<file path="src/rtl/lagd_energy_feeder.sv">
// Upstream feeder for the energy-history FIFO: windowed push/evict of solver
// energies plus best-energy tracking and stall-based convergence detection.
module lagd_energy_feeder #(
  parameter int unsigned DATA_WIDTH  = 32,
  parameter int unsigned STALL_LIMIT = 16,
  parameter int unsigned CNT_WIDTH   = $clog2(STALL_LIMIT + 1)
) (
  input  logic                         clk_i,
  input  logic                         rst_i,
  input  logic                         en_i,
  input  logic                         flush_i,
  input  logic                         energy_valid_i,
  output logic                         energy_ready_o,
  input  logic signed [DATA_WIDTH-1:0] energy_i,
  input  logic                         energy_skip_i,
  input  logic                         fifo_full_i,
  output logic                         fifo_push_o,
  output logic                         fifo_push_none_o,
  output logic                         fifo_pop_o,
  output logic                         fifo_flush_o,
  output logic        [DATA_WIDTH-1:0] fifo_data_o,
  output logic signed [DATA_WIDTH-1:0] best_energy_o,
  output logic        [CNT_WIDTH-1:0]  stall_cnt_o,
  output logic                         converged_o
);

  typedef enum logic [1:0] {
    S_RUN,
    S_ISSUE,
    S_EVICT_PUSH,
    S_DONE
  } state_e;

  localparam logic signed [DATA_WIDTH-1:0] BEST_INIT = {1'b0, {(DATA_WIDTH-1){1'b1}}};
  localparam logic [CNT_WIDTH-1:0]         STALL_MAX = CNT_WIDTH'(STALL_LIMIT);

  state_e                         state_q, state_d;
  logic signed [DATA_WIDTH-1:0]   sample_q, sample_d;
  logic                           skip_q, skip_d;
  logic signed [DATA_WIDTH-1:0]   best_q, best_d;
  logic [CNT_WIDTH-1:0]           stall_q, stall_d;
  logic                           conv_q, conv_d;
  logic                           handshake;
  logic                           push_slot;

  // Intake is only open in S_RUN; a flush cycle never accepts a sample.
  assign energy_ready_o = (state_q == S_RUN) & en_i & ~flush_i;
  assign handshake      = energy_valid_i & energy_ready_o;

  // Next-state: capture, best/stall bookkeeping, push/evict sequencing.
  always_comb begin
    state_d  = state_q;
    sample_d = sample_q;
    skip_d   = skip_q;
    best_d   = best_q;
    stall_d  = stall_q;
    conv_d   = conv_q;

    if (flush_i) begin
      state_d = S_RUN;
      best_d  = BEST_INIT;
      stall_d = '0;
      conv_d  = 1'b0;
    end else begin
      unique case (state_q)
        S_RUN: begin
          if (handshake) begin
            sample_d = energy_i;
            skip_d   = energy_skip_i;
            state_d  = S_ISSUE;
            if (!energy_skip_i) begin
              if (energy_i < best_q) begin
                best_d  = energy_i;
                stall_d = '0;
              end else if (stall_q != STALL_MAX) begin
                stall_d = stall_q + CNT_WIDTH'(1);
              end
            end
            conv_d = conv_q | (stall_d == STALL_MAX);
          end
        end
        S_ISSUE: begin
          if (fifo_full_i) begin
            state_d = S_EVICT_PUSH;
          end else begin
            state_d = conv_q ? S_DONE : S_RUN;
          end
        end
        S_EVICT_PUSH: begin
          state_d = conv_q ? S_DONE : S_RUN;
        end
        S_DONE: begin
          state_d = S_DONE;
        end
        default: begin
          state_d = S_RUN;
        end
      endcase
    end
  end

  always_ff @(posedge clk_i or posedge rst_i) begin
    if (rst_i) begin
      state_q  <= S_RUN;
      sample_q <= '0;
      skip_q   <= 1'b0;
      best_q   <= BEST_INIT;
      stall_q  <= '0;
      conv_q   <= 1'b0;
    end else begin
      state_q  <= state_d;
      sample_q <= sample_d;
      skip_q   <= skip_d;
      best_q   <= best_d;
      stall_q  <= stall_d;
      conv_q   <= conv_d;
    end
  end

  // Strobes decode from state and must react to full/flush in the same cycle.
  assign push_slot = ~flush_i &
                     (((state_q == S_ISSUE) & ~fifo_full_i) | (state_q == S_EVICT_PUSH));

  assign fifo_push_o      = push_slot;
  assign fifo_push_none_o = push_slot & skip_q;
  assign fifo_pop_o       = ~flush_i & (state_q == S_ISSUE) & fifo_full_i;
  assign fifo_flush_o     = flush_i;
  assign fifo_data_o      = sample_q;

  assign best_energy_o = best_q;
  assign stall_cnt_o   = stall_q;
  assign converged_o   = conv_q;

  // Evict and push are sequenced in separate cycles.
  a_no_push_pop: assert property (@(posedge clk_i) disable iff (rst_i)
    !(fifo_push_o && fifo_pop_o));

endmodule
</file>
<file path="config.mk">
export PLATFORM = sky130hd
export DESIGN_NAME = lagd_energy_feeder
export DESIGN_NICKNAME = d
export VERILOG_FILES = /design/src/rtl/lagd_energy_feeder.sv
export SDC_FILE = /design/constraint.sdc
export NUM_CORES = 1
export LEC_CHECK = 0
export CAP_MARGIN = 20
export CORE_MARGIN = 2
export CORE_UTILIZATION = 45
export CTS_BUF_LIST = sky130_fd_sc_hd__clkbuf_16
export DETAILED_ROUTE_END_ITERATION = 7
export PLACE_DENSITY = 0.76
export REMOVE_ABC_BUFFERS = 1
export SLEW_MARGIN = 20
export SYNTH_ARGS = -nofsm -noshare
export SYNTH_HDL_FRONTEND = slang
export SYNTH_SLANG_ARGS = --single-unit
</file>
<file path="constraint.sdc">
create_clock -name clk_i -period 3.8 [get_ports clk_i]
set_input_delay 0.76 -clock clk_i [delete_from_list [all_inputs] [get_ports clk_i]]
set_output_delay 0.76 -clock clk_i [all_outputs]
set_load 0.05 [all_outputs]
</file>
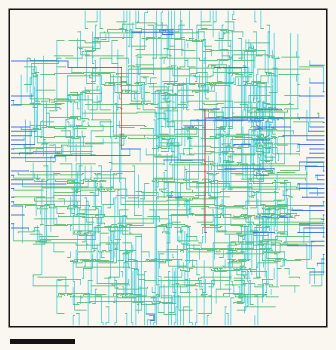
(run_1/wires.png)
The bar under the picture is 20 microns long.
cyan -> metal 2  # wire length 4800 microns
red -> metal 4  # wire length 63.2 microns
green -> metal 1  # wire length 4510 microns
blue -> metal 3  # wire length 532 microns

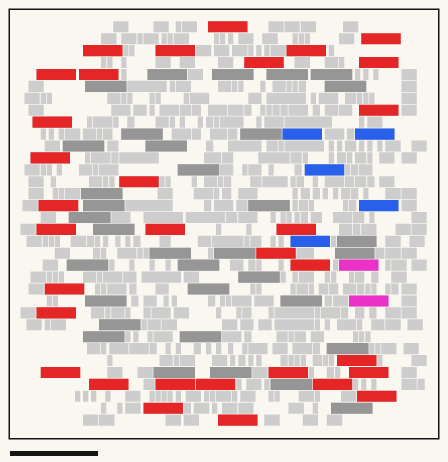
(run_1/flops_by_reg.png)
The bar under the picture is 20 microns long.
magenta -> state_q  # sequential cells 2
blue -> stall_cnt_o  # sequential cells 5
red -> fifo_data_o  # sequential cells 32, where widely spread
not colored = 34
sequential cell area share: 33.8%
register area: 0.00187 sq mm
sequential power: 0.896 mW
Final Util: 64.2%

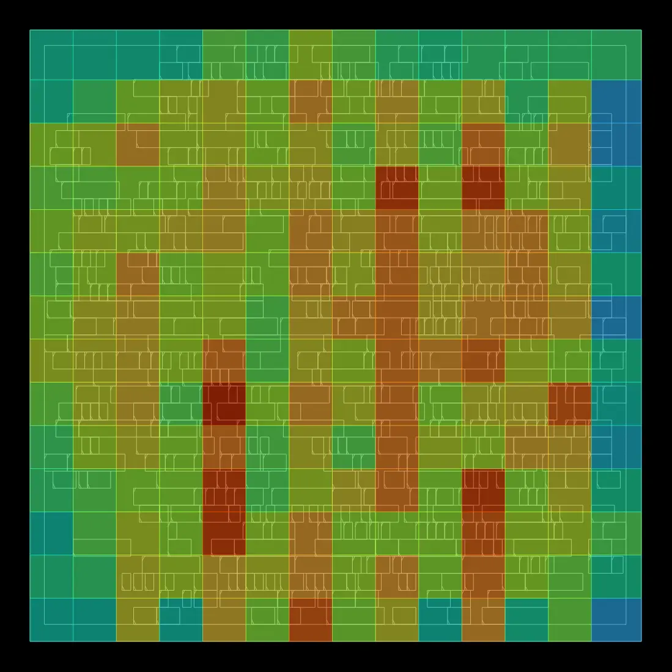
(run_1/congestion.png)
met3 usage: 4.17%
met1 GRT Util: 28.8%
GRT Util Overall: 21.7%

==> run 1: flip-flops by register name (all words and copies together) (netlist names) <==
signal,flops
fifo_data_o,32
converged_o,1
best_energy_o,32
stall_cnt_o,5
state_q,2
skip_q,1
==> run 1: metal layers <==
| layer | vias up | share of wire, % |
|---|---|---|
| met2 | 107 | 48 |
| li1 | 1697 | - |
| met4 | 0 | 0.64 |
| met3 | 5 | 5.4 |
| met5 | - | 0 |
| met1 | 1617 | 46 |
==> run 1: critical path, cell delays in order <==
cell	delay, ps
clkdlybuf4s50_1	460
ha_1	310
a2111oi_0	440
o311ai_0	280
a21oi_1	290
a31oi_4	140
nor3_4	450
buf_12	240
nor2_1	50
a211o_1	260
==> run 1: placed cells by master, fill, tap and decap left out, types with 3 or more instances in the layout <==
cell type / instances
nor3_1: 3
clkbuf_16: 9
o21ai_0: 19
dfrtp_1: 42
nand3_1: 5
nor2_1: 43
buf_4: 10
nand4_1: 5
a31oi_1: 3
clkdlybuf4s50_1: 112
a211o_1: 21
nand2_1: 123
and2_1: 4
dfstp_2: 31
a21oi_1: 15
a21o_1: 4
inv_1: 43
ha_1: 33
==> run 1: area by class of cell <==
type | instances | area share, %
Clock buffer | 9 | 4.08
Multi-Input combinational cell | 308 | 32.9
Inverter | 41 | 2.81
Sequential cell | 73 | 33.8
Clock inverter | 7 | 1.43
Tap cell | 108 | 2.45
Timing Repair Buffer | 125 | 22.5
==> run 1: where the power goes <==
| part | total (mW) | switching, mW | leakage [nW] | internal, mW |
|---|---|---|---|---|
| sequential | 0.896 | 0.0400 | 0.864 | 0.856 |
| combinational | 0.623 | 0.410 | 1.66 | 0.213 |
| clock | 0.867 | 0.304 | 0.158 | 0.563 |
| total | 2.39 | 0.754 | 2.68 | 1.63 |
==> Changelog: implementation, run 1 <==
## Implementation

- Status: finished, final reports clean
- XORs/XNORs by Area: less than 1%
- Clk_lat worst skew: between 300 and 400 ps
- Post-DP HPWL: 7170 microns
- Core area: 0.00859 sq mm
- Synth Warn #: 0
- Pre-Place Util: between 40% and 50%
- Crit. End Element: flip-flop
- Post-CTS Resized: 0
- Post-synth area from yosys stat: 0.00395 sq mm
- Post-synth top area cell: dfrtp_1
- Grt peak-use layer: met2
- Detailed-route via count: 3426
- H-tree depth: 3
- Synth Area in Adders: 10.5%
- Final hold slack: 469 ps
- Syn_area_per_cell: 8.89 sq um
- Max_slew headroom: ~42%
- Final antenna-violating net count: 0
- Vias per cell: 5.11
- Fmax: roughly 290 MHz
- WS Path Type: primary input to flip-flop
- Slew Viols, Final: 0
- Gr ovfl total: 0
- CTS tree: done
--- run 2 (diff from run 1) ---
--- a/config.mk
+++ b/config.mk
@@ -11,6 +11,6 @@
 export CTS_BUF_LIST = sky130_fd_sc_hd__clkbuf_16
 export DETAILED_ROUTE_END_ITERATION = 7
+export GPL_TIMING_DRIVEN = 0
 export PLACE_DENSITY = 0.76
-export REMOVE_ABC_BUFFERS = 1
 export SLEW_MARGIN = 20
 export SYNTH_ARGS = -nofsm -noshare
==> constraint.sdc (replaced) <==
create_clock -name clk_i -period 3.8 [get_ports clk_i]
set_input_delay 0.76 -clock clk_i [delete_from_list [all_inputs] [get_ports clk_i]]
set_output_delay 0.76 -clock clk_i [all_outputs]
set_load 0.1 [all_outputs]
==> run 2 against run 1 <==
Sequential share of layout area about the same. Critical path depth decreased by 4. Clock power fell by 13%. Register-to-register slack got worse by 20 ps. Total power is 6.9% higher. Area after synthesis unchanged. Core utilization grew 0.073 points. Flip-flop count is the same. First-iteration DRC count is 41% lower. Count of clock-buffer cells in the layout is the same. Clock skew is essentially flat. Combinational power rose by 44%.
==> Changelog: implementation, run 2 <==
## Implementation

- Status: finished, final reports clean
- P_comb: 0.899 mW
- Fmax: 281 MHz
- Dominant kind of cell: sequential cells
- H-tree depth: 3
- M1 WL: 4600 microns
- NetSw: around 1.0 mW
- Buffering overhead: ~23%
- Post-synth top area cell: dfrtp_1
- Delay of the slowest cell on the worst path: between 1000 and 1500 ps
- Logic pwr share: 35.2%
- Cell mode on critical path: clkdlybuf4s50_1
- Reg power frac: 35.1%
- Critical path's top delay family: buffers and inverters
- Clkbuf count: 9
- WS Path Type: primary input to output pin
- Non-clock buffers: between 100 and 150
- Clock group power: 0.756 mW
- Invs w/o clock: about 41
- Slew Viols, Final: 0
==> run 2: netlist changes by cell type in the layout (fill, tap and decap cells not counted), sizes merged <==
cell      previous run  this run
buf                 13        10
bufinv               2         0
clkbuf               9        22
clkinv               3         6
clkinvlp             0         1
inv                 43        41
==> run 2: worst max-delay path by stage <==
stage	slack, ps	depth (start not counted)	to	from
floorplan	220	4	fifo_push_none_o	flush_i
global placement	-60	2	fifo_data_o[5]$_DFFE_PP0P_	rst_i
detailed placement	30	10	best_energy_o[1]$_DFFE_PP1P_	energy_i[31]
CTS	240	6	fifo_push_none_o	fifo_full_i
global route	90	9	best_energy_o[8]$_DFFE_PP1P_	energy_i[1]
finish	240	6	fifo_push_none_o	fifo_full_i
==> run 2: per-stage QoR <==
| stage | utilization [%] | worst slack, ps |
|---|---|---|
| 2_1_floorplan | - | 217 |
| 3_3_place_gp | 60.8 | -55.0 |
| 3_5_place_dp | 61.2 | 32.5 |
| 4_1_cts | 64.2 | 237 |
| 5_1_grt | 64.2 | 85.8 |
| 6_report | 64.2 | 244 |
==> run 2: kinds of logic (layout without fill, tap and decap cells) <==
family / count (synthesis) / count (layout) / synth area share [%]
and+or+nand+nor: 196 / 196 / 21.0
AOI/OAI and AO/OA: 77 / 77 / 13.9
DFF: 73 / 73 / 47.2
buffers and inverters: 63 / 192 / 6.91
adders and majority gates: 33 / 33 / 10.5
xor gates and xnor gates: 1 / 1 / 0.222
muxes: 1 / 1 / 0.253
==> run 2: layer usage <==
layer | global-route usage [%] | vias to the layer above
met1 | 30.3 | 1724
met3 | 5.25 | 10
met4 | 7.16 | 0
met5 | 0 | -
met2 | 38.5 | 91
li1 | - | 1718
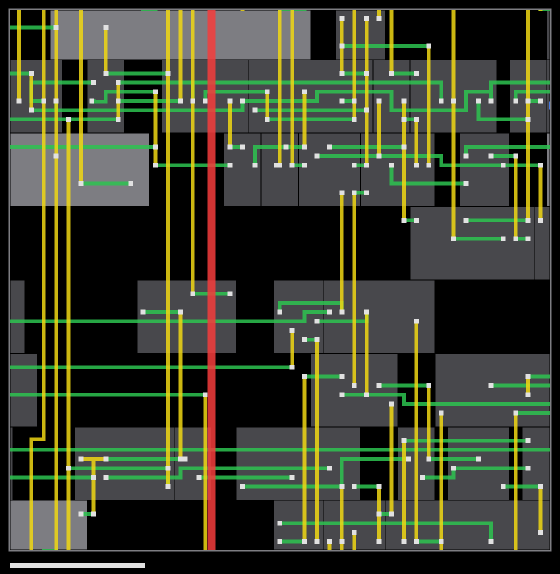
(run_2/detail.png)
The bar under the picture is 5 microns long. Region (39, 58) to (59, 78) microns. Cells in gray, sequential cells in the stronger gray; small squares are vias.
yellow -> metal 2
green -> metal 1
blue -> metal 3
red -> metal 4
sequential cells in the window = 2
netlist names of flops here include = best_energy_o (2)
cells with their middle in the window = 29
most frequent = ha_1 (4)

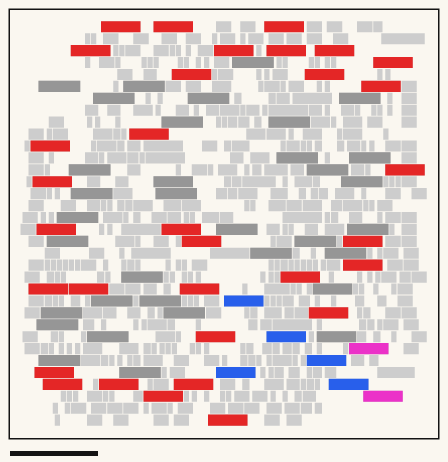
(run_2/flops_by_reg.png)
The bar under the picture is 20 microns long.
red -> fifo_data_o  # sequential cells 32, where widely spread
magenta -> state_q  # sequential cells 2
blue -> stall_cnt_o  # sequential cells 5
not colored = 34
Final Util: 64.2%
sequential power: 0.897 mW
sequential cell area share: 33.8%

Power and IR drop assume default switching activity.
